===== config.mk =====
export PLATFORM = sky130hd
export DESIGN_NAME = calendar_counter
export DESIGN_NICKNAME = d
export VERILOG_FILES = /design/src/rtl/calendar_pkg.sv /design/src/rtl/calendar_counter_bcd_year_counter.sv /design/src/rtl/calendar_counter.sv
export SDC_FILE = /design/constraint.sdc
export NUM_CORES = 1
export LEC_CHECK = 0
export CAP_MARGIN = 40
export CORE_MARGIN = 2
export CORE_UTILIZATION = 54
export DETAILED_ROUTE_END_ITERATION = 8
export MAX_ROUTING_LAYER = met4
export PLACE_DENSITY = 0.92
export SYNTH_ARGS = -nofsm -noshare
export SYNTH_HDL_FRONTEND = slang
export SYNTH_SLANG_ARGS = --single-unit

===== constraint.sdc =====
create_clock -name _1Hz -period 3.45 [get_ports _1Hz]
set_input_delay 1.035 -clock _1Hz [delete_from_list [all_inputs] [get_ports _1Hz]]
set_output_delay 1.035 -clock _1Hz [all_outputs]
set_load 0.02 [all_outputs]

===== src/rtl/calendar_pkg.sv =====
// calendar_pkg: BCD month constants, month lengths, the leap-year test
// evaluated on BCD digits, and BCD increment helpers for the calendar.
package calendar_pkg;

  localparam logic [7:0] MON_JAN = 8'h01;
  localparam logic [7:0] MON_FEB = 8'h02;
  localparam logic [7:0] MON_APR = 8'h04;
  localparam logic [7:0] MON_JUN = 8'h06;
  localparam logic [7:0] MON_SEP = 8'h09;
  localparam logic [7:0] MON_NOV = 8'h11;
  localparam logic [7:0] MON_DEC = 8'h12;

  localparam logic [7:0] LEN_28 = 8'h28;
  localparam logic [7:0] LEN_29 = 8'h29;
  localparam logic [7:0] LEN_30 = 8'h30;
  localparam logic [7:0] LEN_31 = 8'h31;

  localparam logic [7:0] DAY_FIRST = 8'h01;

  // A BCD pair TU is a multiple of 4 when T is even and U is 0/4/8,
  // or T is odd and U is 2/6.
  function automatic logic bcd_pair_div4(input logic [7:0] p);
    logic [3:0] u;
    u = p[3:0];
    if (p[4] == 1'b0)
      bcd_pair_div4 = (u == 4'd0) || (u == 4'd4) || (u == 4'd8);
    else
      bcd_pair_div4 = (u == 4'd2) || (u == 4'd6);
  endfunction

  // Century years (low pair 00) are leap only when the high pair is a
  // multiple of 4, which covers the /100 and /400 exceptions.
  function automatic logic is_leap_bcd(input logic [15:0] year_bcd);
    if (year_bcd[7:0] == 8'h00)
      is_leap_bcd = bcd_pair_div4(year_bcd[15:8]);
    else
      is_leap_bcd = bcd_pair_div4(year_bcd[7:0]);
  endfunction

  function automatic logic [7:0] days_in_month(input logic [7:0] month_bcd,
                                               input logic leap);
    case (month_bcd)
      MON_FEB:                             days_in_month = leap ? LEN_29 : LEN_28;
      MON_APR, MON_JUN, MON_SEP, MON_NOV:  days_in_month = LEN_30;
      default:                             days_in_month = LEN_31;
    endcase
  endfunction

  // 2-digit BCD +1, 99 wraps to 00.
  function automatic logic [7:0] bcd_inc2(input logic [7:0] v);
    logic [7:0] r;
    r = v;
    if (v[3:0] == 4'd9) begin
      r[3:0] = 4'd0;
      r[7:4] = (v[7:4] == 4'd9) ? 4'd0 : v[7:4] + 4'd1;
    end else begin
      r[3:0] = v[3:0] + 4'd1;
    end
    bcd_inc2 = r;
  endfunction

  // 4-digit BCD +1, 9999 wraps to 0000.
  function automatic logic [15:0] bcd_inc4(input logic [15:0] v);
    logic [7:0] hi;
    hi = (v[7:0] == 8'h99) ? bcd_inc2(v[15:8]) : v[15:8];
    bcd_inc4 = {hi, bcd_inc2(v[7:0])};
  endfunction

endpackage


===== src/rtl/calendar_counter_bcd_year_counter.sv =====
// bcd_year_counter: 4-digit BCD year register with enable, wraps 9999->0000.
// Ports: clk, rst (sync, active-high), en (count by one), year (BCD),
//        leap (combinational leap flag for the current year).
module bcd_year_counter
  import calendar_pkg::*;
#(
  parameter logic [15:0] YEAR_INIT = 16'h2000
) (
  input  logic        clk,
  input  logic        rst,
  input  logic        en,
  output logic [15:0] year,
  output logic        leap
);

  always_ff @(posedge clk) begin
    if (rst)
      year <= YEAR_INIT;
    else if (en)
      year <= bcd_inc4(year);
  end

  assign leap = is_leap_bcd(year);

endmodule


===== src/rtl/calendar_counter.sv =====
// calendar_counter: BCD day/month/year calendar advanced by pulse_day from
// the time-of-day clock, with hold-to-advance adjust keys (Year > Month > Day).
// Ports: _1Hz clock, CR sync active-high reset, pulse_day strobe,
//        AdjDayKey/AdjMonKey/AdjYearKey, Year/Month/Day BCD outputs,
//        pulse_month/pulse_year combinational carry strobes.
module calendar_counter
  import calendar_pkg::*;
#(
  parameter logic [15:0] YEAR_INIT  = 16'h2000,
  parameter logic [7:0]  MONTH_INIT = 8'h01,
  parameter logic [7:0]  DAY_INIT   = 8'h01
) (
  input  logic        _1Hz,
  input  logic        CR,
  input  logic        pulse_day,
  input  logic        AdjDayKey,
  input  logic        AdjMonKey,
  input  logic        AdjYearKey,
  output logic [15:0] Year,
  output logic [7:0]  Month,
  output logic [7:0]  Day,
  output logic        pulse_month,
  output logic        pulse_year
);

  logic       leap;
  logic       year_en;
  logic       next_year_leap;
  logic [7:0] month_len;
  logic [7:0] month_next;
  logic [7:0] month_next_len;

  assign month_len      = days_in_month(Month, leap);
  assign month_next     = (Month == MON_DEC) ? MON_JAN : bcd_inc2(Month);
  assign month_next_len = days_in_month(month_next, leap);
  assign next_year_leap = is_leap_bcd(bcd_inc4(Year));

  assign pulse_month = pulse_day && (Day == month_len);
  assign pulse_year  = pulse_day && (Month == MON_DEC) && (Day == LEN_31);

  // Any key drops the natural advance, so only an unobstructed
  // pulse_year may carry into the year.
  assign year_en = AdjYearKey ||
                   (!AdjMonKey && !AdjDayKey && pulse_year);

  bcd_year_counter #(.YEAR_INIT(YEAR_INIT)) u_year (
    .clk  (_1Hz),
    .rst  (CR),
    .en   (year_en),
    .year (Year),
    .leap (leap)
  );

  always_ff @(posedge _1Hz) begin
    if (CR) begin
      Month <= MONTH_INIT;
      Day   <= DAY_INIT;
    end else if (AdjYearKey) begin
      if ((Month == MON_FEB) && (Day == LEN_29) && !next_year_leap)
        Day <= LEN_28;
    end else if (AdjMonKey) begin
      Month <= month_next;
      // BCD bytes of valid dates compare like their decimal values.
      if (Day > month_next_len)
        Day <= month_next_len;
    end else if (AdjDayKey) begin
      Day <= (Day == month_len) ? DAY_FIRST : bcd_inc2(Day);
    end else if (pulse_day) begin
      if (Day == month_len) begin
        Day   <= DAY_FIRST;
        Month <= month_next;
      end else begin
        Day <= bcd_inc2(Day);
      end
    end
  end

endmodule


==> GITHUB_STEP_SUMMARY, run 1 <==
### Yosys + OpenROAD results

| Metric | Value |
|---|---|
| CP Launch Type | register |
| Die Wd | 72.6 um |
| Slowest Stage Delay on Critical Path | 0.53 ns |
| Logic cell area | 0.00176 mm^2 |
| FFs & Latches | 32 |
| CP delay by family, top | AND-OR/OR-AND gates |
| Worst EP arrival | 3.71 ns |
| Logic power comb | 0.219 mW |
| Hold Fails Final Rpt | 0 |
| Met2 Usage GRT | 0.452 |
| Logic pwr share | 0.239 |
| I/O Buffers | 39 |
| Distinct lib cells | 66 |
| Late-Pin Clk Latency | 0.29 ns |
| Slowest stage cell, crit path | or4_4 |
| Pwr top | registers |
| MaxCap Viol Count | 0 |
| CTS buffer count | 5 |
| Setup WS post-layout | -0.0717 ns |
| Htree depth | 2 |
| DR iter-0 viols | 366 |
| Net Sw Power | 0.289 mW |
| Switching Share | 0.315 |
| Core ar. | 0.00444 mm^2 |
| Max-slew headroom | 0.682 |
| Number of primary I/O pins | 40 |
| Highest routed layer | met4 |
| Yosys chip area | 0.00254 mm^2 |
| R2R Setup Slk | -0.07 ns |
| Rows | 24 |
| Inverter count | 18 |
| Initial antenna violation count | 0 |
| Grt met1 use | 0.341 |
| Clock group total power | 0.305 mW |
| Post-Synth Adder-Cell Area | 0.0246 |
| Largest net degree at the start of global routing | 21 |
| Area delta synth->final | 29.6% |
| Setup violators final | 3 |
| Worst-path cell chain | or4_4 > buf_4 > nor2_1 > nand4_1 > ha_1 > o21ai_0 > a31oi_1 > o211ai_1 > a31oi_1 > nand3_2 > a21o_1 > a31o_2 |
| Max Root-Sink Buffers | 2 |
| Hold endpoint | Day[1] |
| Slew @ Worst Pin | 0.471 ns |
| Fin. max-slew vios | 0 |
| Biggest register | u_year.year |
| Global Route Usage Sum | 0.280 |
| Worst-case reg-to-reg path depth | 12 |
| Die ar. | 0.00527 mm^2 |
| Grt peak-use layer | met2 |
| DR WL/cell | 16.4 um |
| Diodes inserted | 0 |
| DIE HEIGHT | 72.6 um |
| Tool Warnings | 29 |
| Area post-placement | 0.00314 mm^2 |
| Hold Path Depth | 2 |
| Finished Layout Cells | 447 |
| Mi-comb count | 262 |
| Vias | 2895 |
| Worst Setup EP | Day[7] |
| Critical Path Source | Month[2] |
| FMAX | 284 MHz |
| P_int | 0.628 mW |
| Tap Count | 52 |
| Basic Gates by Area | 0.336 |
| RSZ-0062 raised after global routing | true |
| Hold Crit Class | register to register |
| Antenna viol nets, final | 0 |
| DRC violations left | 0 |
| Post-route cell area | 0.00329 mm^2 |
| Most numerous logic cells after layout | 39 x nor2_1, 37 x clkdlybuf4s50_1, 36 x buf_4 |
| GP Congestion | 1.01 |
| Status | finished, violations left |
| Worst-path maximum fanout | 6 |
| Final Cycle Share | 1.02 |
| Worst vdd ir | 0.000198 V |
| Registers, synthesis | 32 |
| Clkbuf count | 6 |
| FILL cells | 303 |
| Post_cts resized | 5 |
| Area share, top type | 0.252 |
| Levels on crit path | 12 |
| CTS root buf | clkbuf_8 |
| Post-synthesis cell count | 337 |
| Hold bufs inserted after CTS | 0 |
| Leading cell kind | multi-input combinational cells |
| CP bufs+invs | 1 |
| Worst flop-to-flop path endpoint | Day[7] |
| CTS tree | yes |
| Area leader, netlist | dfxtp_1 |
| Clk pin slew, worst setup/hold paths | 0.07 ns |
| Compound Share, Synth | 0.234 |
| Met3 Use GR | 0.0486 |
| Dominant combinational family | simple AND/OR/NAND/NOR gates |
| Layout cells sized above 1 | 0.190 |
| Wire length on met3 | 610 um |
| Grt ovf | 0 |
| Failing checks | negative setup slack |
| Layout Nets | 405 |
| Wl on met1 | 2990 um |
| Synth top area cells | dfxtp_1 25%, nor2_1 5.8%, nand2_1 4.0% |
| Leakage dissipation | 1.25 nW |
| Post-Route Utilization | 0.740 |
| Worst r2r src | Month[2] |
| Crit path top cell by count | a31oi_1 |
| Fin Clk Skew | 0.00880 ns |
| Setup CP Type | register to register |
| Hold slack final | 0.549 ns |
| Pre-CTS setup slack | -0.257 ns |
| Vias/cell | 6.48 |
| Worst setup EP type | register |
| Sequential share of cell area | 0.195 |
| HP Start | Day[1] |
| Buffer share of cell area | 0.201 |
| Post-Syn Area | 0.00254 mm^2 |
| Synth warnings | 0 |
| Top cell excl fill/tap | nor2_1 |
run_1/met1.png
Bar = 20 um. Cells faint in the background.
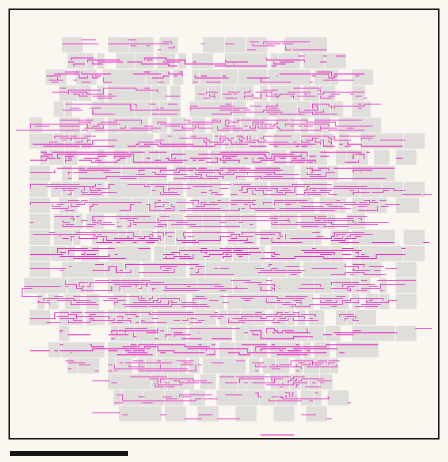
main direction: horizontal
longest straight run: 22.3 um
nets with wire on the layer: 369
wire length on this layer: 2990 um

run_1/met2.png
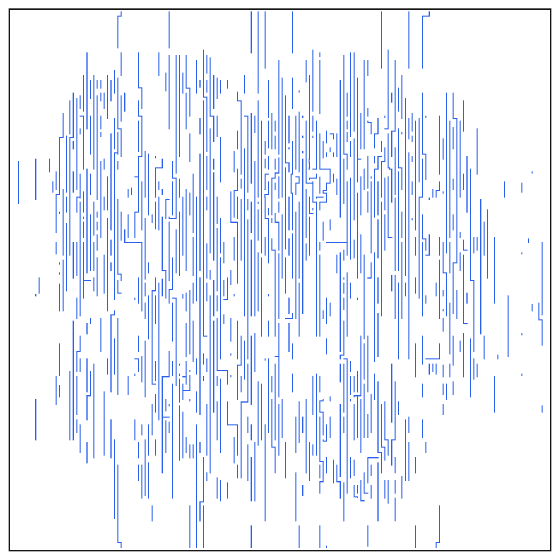
longest straight run: 31.6 um
wire length on this layer: 3490 um

run_1/met3.png
Bar = 20 um.
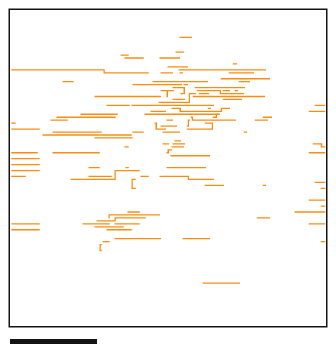
wire length on this layer: 610 um
nets with wire on the layer: 76
share of all routed wire: 8.3%

==> run 2, diff against run 1 <==
- HOLD_SLACK_MARGIN: default -> 0.12
run_2/final_clocks.png
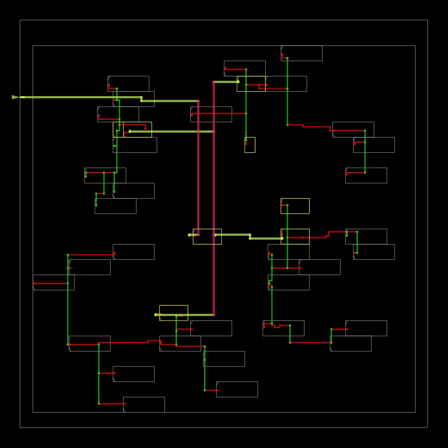
clkbuf count: 6
FFs & Latches: 32
Fin Clk Skew: 0.00880 ns
clock sink total: 32

run_2/met3.png
Bar = 20 um.
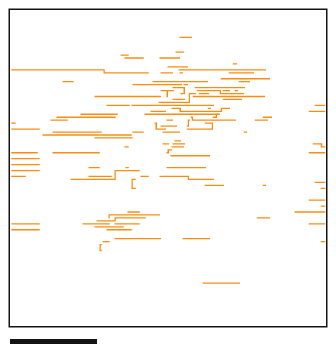
main direction: horizontal
share of all routed wire: 8.3%
nets with wire on the layer: 76
wire length on this layer: 610 um
longest straight run: 21.2 um

run_2/met2.png
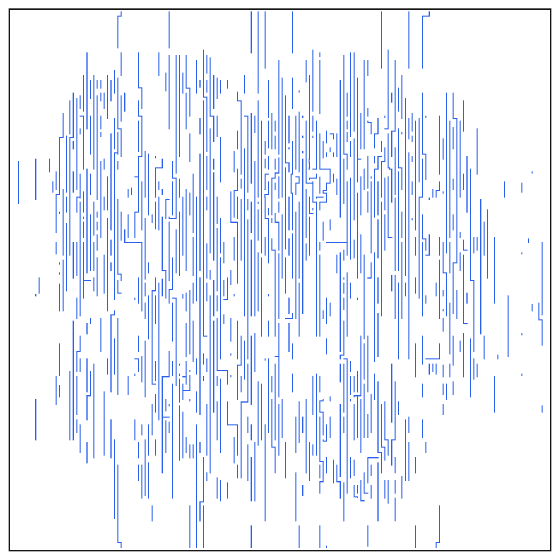
main direction: vertical
nets with wire on the layer: 360
share of all routed wire: 48%

==> GITHUB_STEP_SUMMARY, run 2 <==
### Yosys + OpenROAD results

| Metric | Value |
|---|---|
| Status | finished, violations left (unchanged) |
| Failing checks | negative setup slack (unchanged) |
| Vias/cell | 6.48 (unchanged) |
| MaxCap Viol Count | 0 (unchanged) |
| Worst setup EP type | register (unchanged) |
| Basic Gates by Area | 0.336 (unchanged) |
| RSZ-0062 raised after global routing | true (unchanged) |
| Synth top area cells | dfxtp_1 25%, nor2_1 5.8%, nand2_1 4.0% (unchanged) |
| Setup violators final | 3 (unchanged) |
| FILL cells | 303 (unchanged) |
| Worst-path cell chain | or4_4 > buf_4 > nor2_1 > nand4_1 > ha_1 > o21ai_0 > a31oi_1 > o211ai_1 > a31oi_1 > nand3_2 > a21o_1 > a31o_2 (unchanged) |
| Layout Nets | 405 (unchanged) |
| CP delay by family, top | AND-OR/OR-AND gates (unchanged) |
| Yosys chip area | 0.00254 mm^2 (unchanged) |
| Clk pin slew, worst setup/hold paths | 0.07 ns (about the same) |
| Logic pwr share | 0.239 (about the same) |
| Setup CP Type | register to register (unchanged) |
| Worst EP arrival | 3.71 ns (about the same) |
| Logic cell area | 0.00176 mm^2 (unchanged) |
| Wl on met1 | 2990 um (unchanged) |
| Logic power comb | 0.219 mW (about the same) |
| Post_cts resized | 5 (unchanged) |
| Post-Synth Adder-Cell Area | 0.0246 (unchanged) |
| Finished Layout Cells | 447 (unchanged) |
| Buffer share of cell area | 0.201 (unchanged) |
| Hold slack final | 0.549 ns (unchanged) |
| Clock group total power | 0.305 mW (about the same) |
| Grt peak-use layer | met2 (unchanged) |
| CP bufs+invs | 1 (unchanged) |
| Setup WS post-layout | -0.0717 ns (unchanged) |
| Net Sw Power | 0.289 mW (unchanged) |
| Max Root-Sink Buffers | 2 (unchanged) |
| Number of primary I/O pins | 40 (unchanged) |
| Pwr top | registers (unchanged) |
| GP Congestion | 1.01 (unchanged) |
| Inverter count | 18 (unchanged) |
| Sequential share of cell area | 0.195 (unchanged) |
| Hold Path Depth | 2 (unchanged) |
| Highest routed layer | met4 (unchanged) |
| I/O Buffers | 39 (unchanged) |
| DR WL/cell | 16.4 um (unchanged) |
| P_int | 0.628 mW (unchanged) |
| Layout cells sized above 1 | 0.190 (unchanged) |
| Fin. max-slew vios | 0 (unchanged) |
| Post-Route Utilization | 0.740 (unchanged) |
| Tool Warnings | 29 (unchanged) |
| Vias | 2895 (unchanged) |
| CTS root buf | clkbuf_8 (unchanged) |
| Global Route Usage Sum | 0.280 (unchanged) |
| Hold endpoint | Day[1] (unchanged) |
| Max-slew headroom | 0.682 (unchanged) |
| Area post-placement | 0.00314 mm^2 (unchanged) |
| Grt met1 use | 0.341 (unchanged) |
| Diodes inserted | 0 (unchanged) |
| Switching Share | 0.315 (unchanged) |
| Critical Path Source | Month[2] (unchanged) |
| Worst r2r src | Month[2] (unchanged) |
| CTS buffer count | 5 (unchanged) |
| Hold bufs inserted after CTS | 0 (unchanged) |
| Tap Count | 52 (unchanged) |
| Leakage dissipation | 1.25 nW (unchanged) |
| Hold Crit Class | register to register (unchanged) |
| Htree depth | 2 (unchanged) |
| Compound Share, Synth | 0.234 (unchanged) |
| Rows | 24 (unchanged) |
| Slowest stage cell, crit path | or4_4 (unchanged) |
| Worst vdd ir | 0.000198 V (unchanged) |
| Post-route cell area | 0.00329 mm^2 (unchanged) |
| Levels on crit path | 12 (unchanged) |
| Registers, synthesis | 32 (unchanged) |
| Distinct lib cells | 66 (unchanged) |
| Slew @ Worst Pin | 0.471 ns (unchanged) |
| Wire length on met3 | 610 um (unchanged) |
| Initial antenna violation count | 0 (unchanged) |
| Mi-comb count | 262 (unchanged) |
| Biggest register | u_year.year (unchanged) |
| R2R Setup Slk | -0.07 ns (about the same) |
| Slowest Stage Delay on Critical Path | 0.53 ns (about the same) |
| Late-Pin Clk Latency | 0.29 ns (about the same) |
| Met2 Usage GRT | 0.452 (unchanged) |
| Pre-CTS setup slack | -0.257 ns (unchanged) |
==> run 3, diff against run 2 <==
- CORE_ASPECT_RATIO: default -> 0.75
run_3/met3.png
Bar = 20 um.
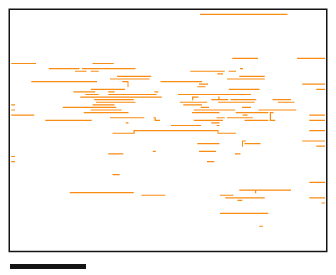
nets with wire on the layer: 69
longest straight run: 22.8 um
main direction: horizontal
share of all routed wire: 8.0%
wire length on this layer: 600 um

run_3/final_clocks.png
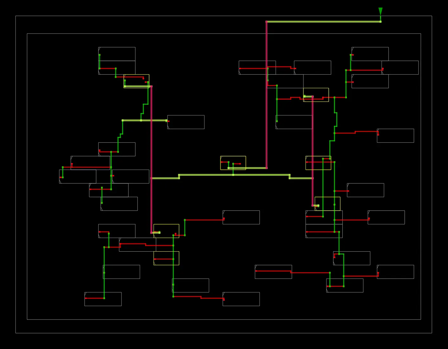
Late-Pin Clk Latency: 0.30 ns
clkbuf count: 7
CTS buffer count: 5
Fin Clk Skew: 0.00628 ns
clock group total power: 0.326 mW

run_3/met4.png
Bar = 20 um.
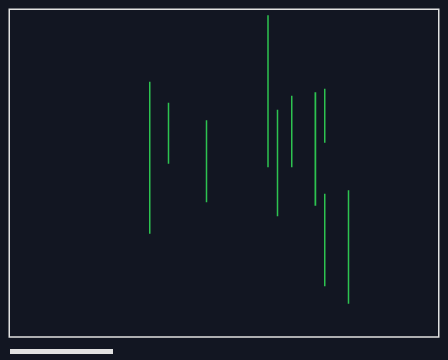
longest straight run: 29.2 um
share of all routed wire: 2.5%

==> GITHUB_STEP_SUMMARY, run 3 <==
### Yosys + OpenROAD results

| Metric | Value |
|---|---|
| Status | finished, final reports clean (was finished, violations left) |
| Synth warnings | 0 (unchanged) |
| Htree depth | 2 (unchanged) |
| Synth top cell by count | nor2_1 (unchanged) |
| Layout cells sized above 1 | 0.196 (was 0.190) |
| Wire length on met3 | 600 um (was 610 um) |
| Area post-placement | 0.00316 mm^2 (was 0.00314 mm^2) |
| Layout Nets | 409 (was 405) |
| Hold endpoint | Day[1] (unchanged) |
| Antenna viol nets, final | 0 (unchanged) |
| Pre-CTS setup slack | -0.167 ns (was -0.257 ns) |
| Worst EP arrival | 2.41 ns (was 3.71 ns) |
| Grt ovf | 0 (unchanged) |
| Slew @ Worst Pin | 0.590 ns (was 0.471 ns) |
| Post-synthesis cell count | 337 (unchanged) |
| Mi-comb count | 262 (unchanged) |
| Area share, top type | 0.252 (unchanged) |
| Tool Warnings | 27 (was 29) |
| Biggest register | u_year.year (unchanged) |
| Slowest stage cell, crit path | or4_4 (unchanged) |
| Rows | 21 (was 24) |
| Worst Setup EP | pulse_month (was Day[7]) |
| DR iter-0 viols | 326 (was 366) |
| Leading cell kind | multi-input combinational cells (unchanged) |
| Core ar. | 0.00449 mm^2 (was 0.00444 mm^2) |
| CP delay by family, top | simple AND/OR/NAND/NOR gates (was AND-OR/OR-AND gates) |
| DIE HEIGHT | 63.4 um (was 72.6 um) |
| Diodes inserted | 0 (unchanged) |
| DRC violations left | 0 (unchanged) |
| FILL cells | 306 (was 303) |
| CTS tree | yes (unchanged) |
| Post-route cell area | 0.00332 mm^2 (was 0.00329 mm^2) |
| Max-slew headroom | 0.601 (was 0.682) |
| Pwr top | registers (unchanged) |
| Logic cell area | 0.00175 mm^2 (was 0.00176 mm^2) |
| Area delta synth->final | 30.8% (was 29.6%) |
| Inverter count | 18 (unchanged) |
| Hold Fails Final Rpt | 0 (unchanged) |
| CTS root buf | clkbuf_8 (unchanged) |
| Max Root-Sink Buffers | 2 (unchanged) |
| Initial antenna violation count | 0 (unchanged) |
| Syn_nets | 348 (unchanged) |
| Critical Path Source | Month[6] (was Month[2]) |
| Grt met1 use | 0.362 (was 0.341) |
| Sequential share of cell area | 0.194 (was 0.195) |
| Wl on met1 | 3210 um (was 2990 um) |
| Tap Count | 57 (was 52) |
| # Cells Yosys | 337 (unchanged) |
| Clk pin slew, worst setup/hold paths | 0.07 ns (about the same) |
| Fin. max-slew vios | 0 (unchanged) |
| Largest net degree at the start of global routing | 23 (was 21) |
| Highest routed layer | met4 (unchanged) |
| Worst r2r src | Month[6] (was Month[2]) |
| Buffer share of cell area | 0.209 (was 0.201) |
| Most numerous logic cells after layout | 39 x nor2_1, 39 x buf_4, 37 x clkdlybuf4s50_1 (was 39 x nor2_1, 37 x clkdlybuf4s50_1, 36 x buf_4) |
| Part of the power in registers | 0.422 (was 0.429) |
| Final Cycle Share | 0.999 (was 1.02) |
| Setup violators final | 0 (was 3) |
| Net Sw Power | 0.287 mW (was 0.289 mW) |
| Placed cells | 446 (was 439) |
| Synth top area cells | dfxtp_1 25%, nor2_1 5.8%, nand2_1 4.0% (unchanged) |
| Register share after synthesis | 0.252 (unchanged) |
| Compound Share, Synth | 0.234 (unchanged) |
| Worst-path cell chain | or4_4 > or3_4 > nor3_4 > or3_1 > and2_4 > and3_4 > buf_6 (was or4_4 > buf_4 > nor2_1 > nand4_1 > ha_1 > o21ai_0 > a31oi_1 > o211ai_1 > a31oi_1 > nand3_2 > a21o_1 > a31o_2) |
| Global Route Usage Sum | 0.294 (was 0.280) |
| CP Launch Type | register (unchanged) |
| MaxCap Viol Count | 0 (unchanged) |
| Setup WS post-layout | 0.00455 ns (was -0.0717 ns) |
| Die ar. | 0.00527 mm^2 (about the same) |
| Post-Route Utilization | 0.739 (was 0.740) |
| Hold bufs inserted after CTS | 0 (unchanged) |
| Worst-case reg-to-reg path depth | 13 (was 12) |
| Registers, synthesis | 32 (unchanged) |
| Logic power comb | 0.215 mW (was 0.219 mW) |
| Logic pwr share | 0.230 (was 0.239) |
| FFs & Latches | 32 (unchanged) |
| Dominant combinational family | simple AND/OR/NAND/NOR gates (unchanged) |
| Hold Crit Class | register to register (unchanged) |
| Vias | 2877 (was 2895) |
| First-pass GRT wire length | 12300 um (was 11400 um) |
| Worst vdd ir | 0.000171 V (was 0.000198 V) |
| Post_cts resized | 9 (was 5) |
| Vias/cell | 6.32 (was 6.48) |
| Distinct lib cells | 66 (unchanged) |
| Leakage dissipation | 1.27 nW (was 1.25 nW) |
| Die Wd | 83.2 um (was 72.6 um) |
| Met2 Usage GRT | 0.480 (was 0.452) |
| Yosys chip area | 0.00254 mm^2 (unchanged) |
| GP Congestion | 0.922 (was 1.01) |
| Hold slack final | 0.551 ns (was 0.549 ns) |
| Post-Syn Area | 0.00254 mm^2 (unchanged) |
| Worst-path maximum fanout | 3 (was 6) |
| Grt peak-use layer | met2 (unchanged) |
| Number of primary I/O pins | 40 (unchanged) |
| CP bufs+invs | 1 (unchanged) |
| DR WL/cell | 16.5 um (was 16.4 um) |
| Levels on crit path | 7 (was 12) |
| Met3 Use GR | 0.0524 (was 0.0486) |
| Finished Layout Cells | 455 (was 447) |
| Slowest Stage Delay on Critical Path | 0.53 ns (about the same) |
| Worst setup EP type | output pin (was register) |
| Hold Path Depth | 2 (unchanged) |
| HP Start | Day[1] (unchanged) |
| I/O Buffers | 39 (unchanged) |
| Worst flop-to-flop path endpoint | Day[7] (unchanged) |
| Setup CP Type | register to output pin (was register to register) |
| P_int | 0.650 mW (was 0.628 mW) |
| R2R Setup Slk | 0.08 ns (was -0.07 ns) |
| Area leader, netlist | dfxtp_1 (unchanged) |
| Clock sink total | 32 (unchanged) |
| Switching Share | 0.306 (was 0.315) |
| FMAX | 290 MHz (was 284 MHz) |
| Seq. pwr | 0.395 mW (was 0.393 mW) |
| Basic Gates by Area | 0.336 (unchanged) |
| Post-Synth Adder-Cell Area | 0.0246 (unchanged) |
Power and IR drop assume default switching activity.
